==> config.mk <==
export PLATFORM = sky130hd
export DESIGN_NAME = led_fade_sequencer
export DESIGN_NICKNAME = d
export VERILOG_FILES = /design/src/rtl/led_pwm_pkg.sv /design/src/rtl/tick_prescaler.sv /design/src/rtl/led_fade_sequencer.sv
export SDC_FILE = /design/constraint.sdc
export NUM_CORES = 1
export LEC_CHECK = 0
export CAP_MARGIN = 20
export CELL_PAD_IN_SITES_DETAIL_PLACEMENT = 1
export CELL_PAD_IN_SITES_GLOBAL_PLACEMENT = 1
export CORE_MARGIN = 2
export CORE_UTILIZATION = 45
export DETAILED_ROUTE_END_ITERATION = 16
export GPL_TIMING_DRIVEN = 0
export PLACE_DENSITY_LB_ADDON = 0.12
export SLEW_MARGIN = 15
export SYNTH_ARGS = -nofsm -noshare
export SYNTH_HDL_FRONTEND = slang
export SYNTH_SLANG_ARGS = --single-unit
==> constraint.sdc <==
create_clock -name clk -period 6.02 [get_ports clk]
set_input_delay 1.505 -clock clk [delete_from_list [all_inputs] [get_ports clk]]
set_output_delay 1.505 -clock clk [all_outputs]
set_load 0.01 [all_outputs]
==> src/rtl/led_pwm_pkg.sv <==
// Shared types and default widths for the LED PWM effect stages.
package led_pwm_pkg;

    localparam int unsigned LEVEL_W = 8;
    localparam int unsigned RATE_W  = 4;

    typedef enum logic {
        TRACK = 1'b0,
        HOLD  = 1'b1
    } fade_state_e;

    typedef enum logic {
        LOW  = 1'b0,
        HIGH = 1'b1
    } goal_sel_e;

endpackage

==> src/rtl/tick_prescaler.sv <==
// Divides the PWM period strobe by 2^rate to produce a step strobe.
module tick_prescaler #(
    parameter int unsigned RATE_W = 4
) (
    input  logic              clk,
    input  logic              rst,
    input  logic              period_tick,
    input  logic [RATE_W-1:0] rate,
    output logic              step
);

    // Enough bits to hold 2^(2^RATE_W - 1) - 1, the largest interval.
    localparam int unsigned PRE_W = (1 << RATE_W) - 1;

    logic [PRE_W-1:0] count;
    logic [PRE_W-1:0] limit;

    // At the largest rate the shift drops out of range and the subtract wraps to all ones.
    assign limit = (PRE_W'(1) << rate) - PRE_W'(1);

    // Unsigned >= so a shrinking rate never strands the count above the limit.
    assign step = period_tick && (count >= limit);

    // Tick counter, cleared whenever a step is issued.
    always_ff @(posedge clk or posedge rst) begin
        if (rst) begin
            count <= '0;
        end else if (period_tick) begin
            if (count >= limit) begin
                count <= '0;
            end else begin
                count <= count + PRE_W'(1);
            end
        end
    end

endmodule

==> src/rtl/led_fade_sequencer.sv <==
// Walks an LED brightness level toward a target, optionally breathing
// between 0 and the target with dwell periods at the peak and trough.
module led_fade_sequencer #(
    parameter int unsigned WIDTH      = led_pwm_pkg::LEVEL_W,
    parameter int unsigned RATE_W     = led_pwm_pkg::RATE_W,
    parameter int unsigned HOLD_STEPS = 16
) (
    input  logic              clk,
    input  logic              rst,
    input  logic              period_tick,
    input  logic [WIDTH-1:0]  target,
    input  logic [RATE_W-1:0] rate,
    input  logic              breathe,
    output logic [WIDTH-1:0]  level,
    output logic              at_goal,
    output logic              falling,
    output logic              cycle_done
);

    import led_pwm_pkg::*;

    localparam int unsigned HOLD_W = 8;
    // The step that enters HOLD counts as the first dwell step, so HOLD
    // leaves once the counter reaches HOLD_STEPS-1.
    localparam logic [HOLD_W-1:0] HOLD_LAST = HOLD_W'(HOLD_STEPS - 1);

    fade_state_e       state_q, state_nx;
    goal_sel_e         goal_sel_q, goal_sel_nx;
    logic [HOLD_W-1:0] hold_cnt_q, hold_cnt_nx, hold_inc;
    logic [WIDTH-1:0]  level_nx;
    logic [WIDTH-1:0]  goal, goal_nx;
    logic              falling_nx, done_nx;
    logic              step;

    // Period-paced step strobe.
    tick_prescaler #(
        .RATE_W (RATE_W)
    ) u_prescaler (
        .clk         (clk),
        .rst         (rst),
        .period_tick (period_tick),
        .rate        (rate),
        .step        (step)
    );

    // Current goal and its comparison against the level.
    assign goal    = (!breathe || goal_sel_q == HIGH) ? target : '0;
    assign at_goal = (level == goal);
    assign hold_inc = hold_cnt_q + HOLD_W'(1);

    // Next-state, level datapath and hold counter.
    always_comb begin
        state_nx    = state_q;
        goal_sel_nx = goal_sel_q;
        hold_cnt_nx = hold_cnt_q;
        level_nx    = level;
        done_nx     = 1'b0;

        // Leaving breathe snaps back to plain tracking toward the target.
        if (!breathe) begin
            state_nx    = TRACK;
            goal_sel_nx = HIGH;
            hold_cnt_nx = '0;
        end

        if (step) begin
            if (!breathe || state_q == TRACK) begin
                if (level < goal) begin
                    level_nx = level + WIDTH'(1);
                end else if (level > goal) begin
                    level_nx = level - WIDTH'(1);
                end else if (breathe) begin
                    state_nx    = HOLD;
                    hold_cnt_nx = '0;
                end
            end else begin
                if (hold_inc >= HOLD_LAST) begin
                    state_nx    = TRACK;
                    hold_cnt_nx = '0;
                    goal_sel_nx = (goal_sel_q == HIGH) ? LOW : HIGH;
                    done_nx     = (goal_sel_q == LOW);
                end else begin
                    hold_cnt_nx = hold_inc;
                end
            end
        end

        goal_nx    = (!breathe || goal_sel_nx == HIGH) ? target : '0;
        falling_nx = (goal_nx < level_nx) || (breathe && goal_nx == '0);
    end

    // State, level and registered flag outputs.
    always_ff @(posedge clk or posedge rst) begin
        if (rst) begin
            state_q    <= TRACK;
            goal_sel_q <= HIGH;
            hold_cnt_q <= '0;
            level      <= '0;
            falling    <= 1'b0;
            cycle_done <= 1'b0;
        end else begin
            state_q    <= state_nx;
            goal_sel_q <= goal_sel_nx;
            hold_cnt_q <= hold_cnt_nx;
            level      <= level_nx;
            falling    <= falling_nx;
            cycle_done <= done_nx;
        end
    end

endmodule

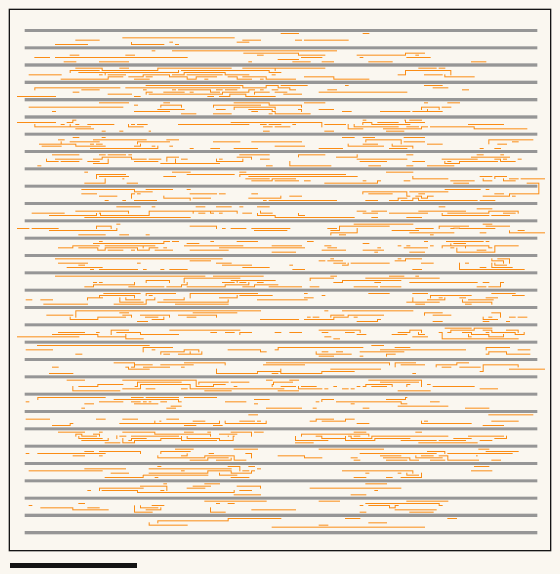
(images/met1.png)
Bar = 20 um. Supply wires on this layer in gray.
longest straight run	29.0 um
share of all routed wire	46%
Post-Route WL: 7.45 mm
met1 Use GR: 27.9%
total number of vias: 2573

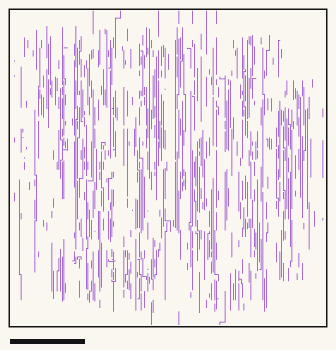
(images/met2.png)
Bar = 20 um.
longest straight run	40.1 um
wire length on this layer	3790 um
nets with wire on the layer	372
share of all routed wire	51%
main direction	vertical
Global Route met2 Usage: 39.4%

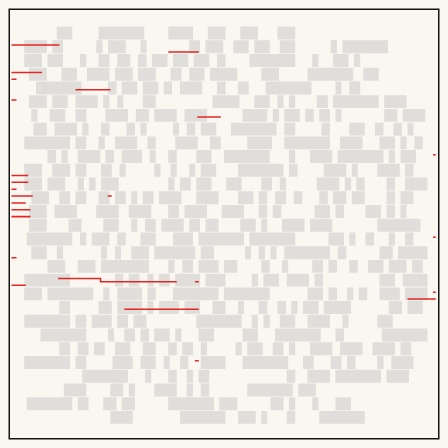
(images/met3.png)
Cells faint in the background.
main direction	horizontal
wire length on this layer	101 um
share of all routed wire	1.4%
nets with wire on the layer	19
M3 GR Usage: 2.46%

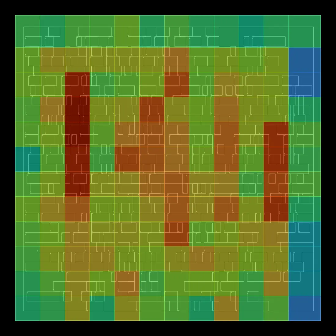
(images/final_congestion.png)
layer with the highest usage: met2
Final Util: 55.4%
total track usage: 22.2%
drt wl/cell: 16.7 um

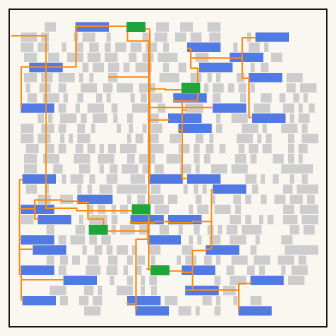
(images/clock_map.png)
[flip-flops] blue | count: 35
[clock wires] orange | length: 603 um
[cells driving clock nets] green | count: 5
routed clock nets	6
flops lie	spread over the die
Clk pwr share: 32.1%
Clk. pwr: 199 uW
clk_lat worst skew: 0.30 ns
Worst Clk Skew: 0.00796 ns

[power breakdown]
group          internal (mW)  switching [mW]
combinational         0.0657          0.0732
clock                  0.104          0.0947
sequential             0.254          0.0272
[Yosys cell counts, types with 4 or more instances]
cell type	count
a21o_1	8
a21oi_1	17
and2_1	8
and3_1	4
and4_1	6
clkbuf_1	8
dfrtp_1	34
ha_1	36
inv_1	10
nand2_1	35
nand2b_1	6
nand3_1	8
nand4_1	5
nor2_1	24
nor2b_1	9
nor3_1	8
nor4_1	4
o21ai_0	13
o21ai_1	5
or3_1	6
xnor2_1	11
xor2_1	14
[metrics by stage]
step | hold WS, ns | TNS [ns] | instance area (um^2) | util (%) | cells
2_1_floorplan | 0.493 | 0 | 2940 | - | 332
3_3_place_gp | 0.512 | -0.693 | 3280 | 51.7 | 434
3_5_place_dp | 0.527 | -0.880 | 3280 | 51.7 | 434
4_1_cts | 0.548 | 0 | 3470 | 54.7 | 444
5_1_grt | 0.564 | 0 | 3520 | 55.4 | 446
6_report | 0.544 | 0 | 3520 | 55.4 | 446
[flip-flops by register name, indices dropped and copies added (netlist names)]
| register | count |
|---|---|
| u_prescaler.count | 15 |
| falling | 1 |
| state_q | 1 |
| cycle_done | 1 |
| level | 8 |
| hold_cnt_q | 8 |
| goal_sel_q | 1 |
[layer usage]
metal | share of wire [%] | global-route usage (%) | vias up
li1 | - | - | 1280
met1 | 46 | 27.9 | 1260
met2 | 51 | 39.4 | 24
met3 | 1.4 | 2.46 | 9
met4 | 1.7 | 7.79 | 0
met5 | 0 | 0 | -
[how the worst min path moves through the flow]
stage               slack [ns]                    start                      end  cells after the start
finish                    0.54  hold_cnt_q[5]$_DFF_PP0_  hold_cnt_q[5]$_DFF_PP0_                      1
global route              0.56  hold_cnt_q[7]$_DFF_PP0_  hold_cnt_q[7]$_DFF_PP0_                      1
CTS                       0.55  hold_cnt_q[5]$_DFF_PP0_  hold_cnt_q[5]$_DFF_PP0_                      1
detailed placement        0.53  hold_cnt_q[7]$_DFF_PP0_  hold_cnt_q[7]$_DFF_PP0_                      1
global placement          0.51  hold_cnt_q[7]$_DFF_PP0_  hold_cnt_q[7]$_DFF_PP0_                      1
floorplan                 0.49  hold_cnt_q[4]$_DFF_PP0_  hold_cnt_q[4]$_DFF_PP0_                      1
[kinds of logic (layout without fill, tap and decap cells)]
family          count (synthesis)  after routing  share of synthesized area, %
mux                             2              2                          1.11
compound gates                 73             73                          17.2
fa+ha+maj                      36             36                          15.3
xor+xnor                       25             25                          7.45
flops                          35             35                          29.9
simple gates                  137            137                          25.3
buf+inv                        24             61                          3.66
[worst register-to-register path: stages, from the launching register on]
cell and delay, ns:
dfstp_2 0.56, nand2b_1 0.10, clkbuf_1 0.33, nand2_1 0.12, ha_1 0.32, nand2b_1 0.06, a21oi_1 0.22, o21ai_0 0.12
and2b_1 0.22, buf_2 0.21, nor4_2 0.31, o21ai_2 0.11, xor2_1 0.16, ha_1 0.31, nand4_1 0.12, nor2_2 0.17
nand3_2 0.10, or4b_1 0.48, nand3_1 0.10, o21ai_1 0.08
[repair_timing]
item	4_1_cts	5_1_grt
buffers inserted	3	2
setup endpoints to repair	1	1
gates resized	16	11
pin swaps	1	6
==> impl_metrics.toml <==
# flow metrics
[run_status]
outcome = "finished, final reports clean"

[floorplanning]
fp.dieH_um = 84.8
taps = 77
fp_util_pct = 46.3
core_area_um2 = 6350

[detailed_routing]
postRouteAntennaNets = 0
first_pass_iters = 4

[final_layout]
antenna_cells = 0
num-nonclk-buffers = 41
logic_area_um2 = 2030
layout_top_cell = "ha_1"
area_growth_pct = 19.8
final_layout_top_logic_cells = "ha_1, nand2_1, dfrtp_1"
flops = 35

[setup_path]
cp_cell_sequence = "buf_2 -> or2_4 -> or3_4 -> ha_4 -> nor4b_4 -> a21oi_1 -> o22a_1 -> ha_1 -> and4_1 -> and2_1 -> a21o_2 -> buf_6 -> nand3_2 -> mux2i_4 -> nor2b_1 -> ha_1 -> nand4_1 -> nor2_2 -> nand3_2 -> or4b_1 -> nand3_1 -> o21ai_1"
path_depth = 22
worstSetupPathType = "in2reg"
critPathBufInv = 2
path_max_fanout = 10
startpoint_type = "primary input"
cp-startpoint = "rate[0]"
cp_slowest_cell = "or4b_1"

[synthesis]
syn_nets = 384
largest_area_cell = "dfrtp_1"
area_leaders = "dfrtp_1, ha_1, nand2_1"
ys_ff = 35
yosys_warnings = 0
seq_area_frac_synth_pct = 29.9
yosys_area_um2 = 2940

[flow_run]
maxCapViolCount = 0

[final_timing]
period_used_pct = 95.2
fin_crit_ns = 5.73
relSlewSlack_pct = 42.0
rsz0062_at_grt = "false"

[power_and_ir_drop]
p_total_uw = 619
irDropWorstVdd_uv = 117

[clock_network]
cts_buffers = 5
clockBufferDepth = 2
clk_pin_slew_worst_paths_ns = 0.07
cts_tree = "done"
clock_tree.root_cell = "clkbuf_8"

[place]
portBuffers = 25
dp_hpwl_mm = 5.61
Power is estimated from default activity; no workload was simulated.
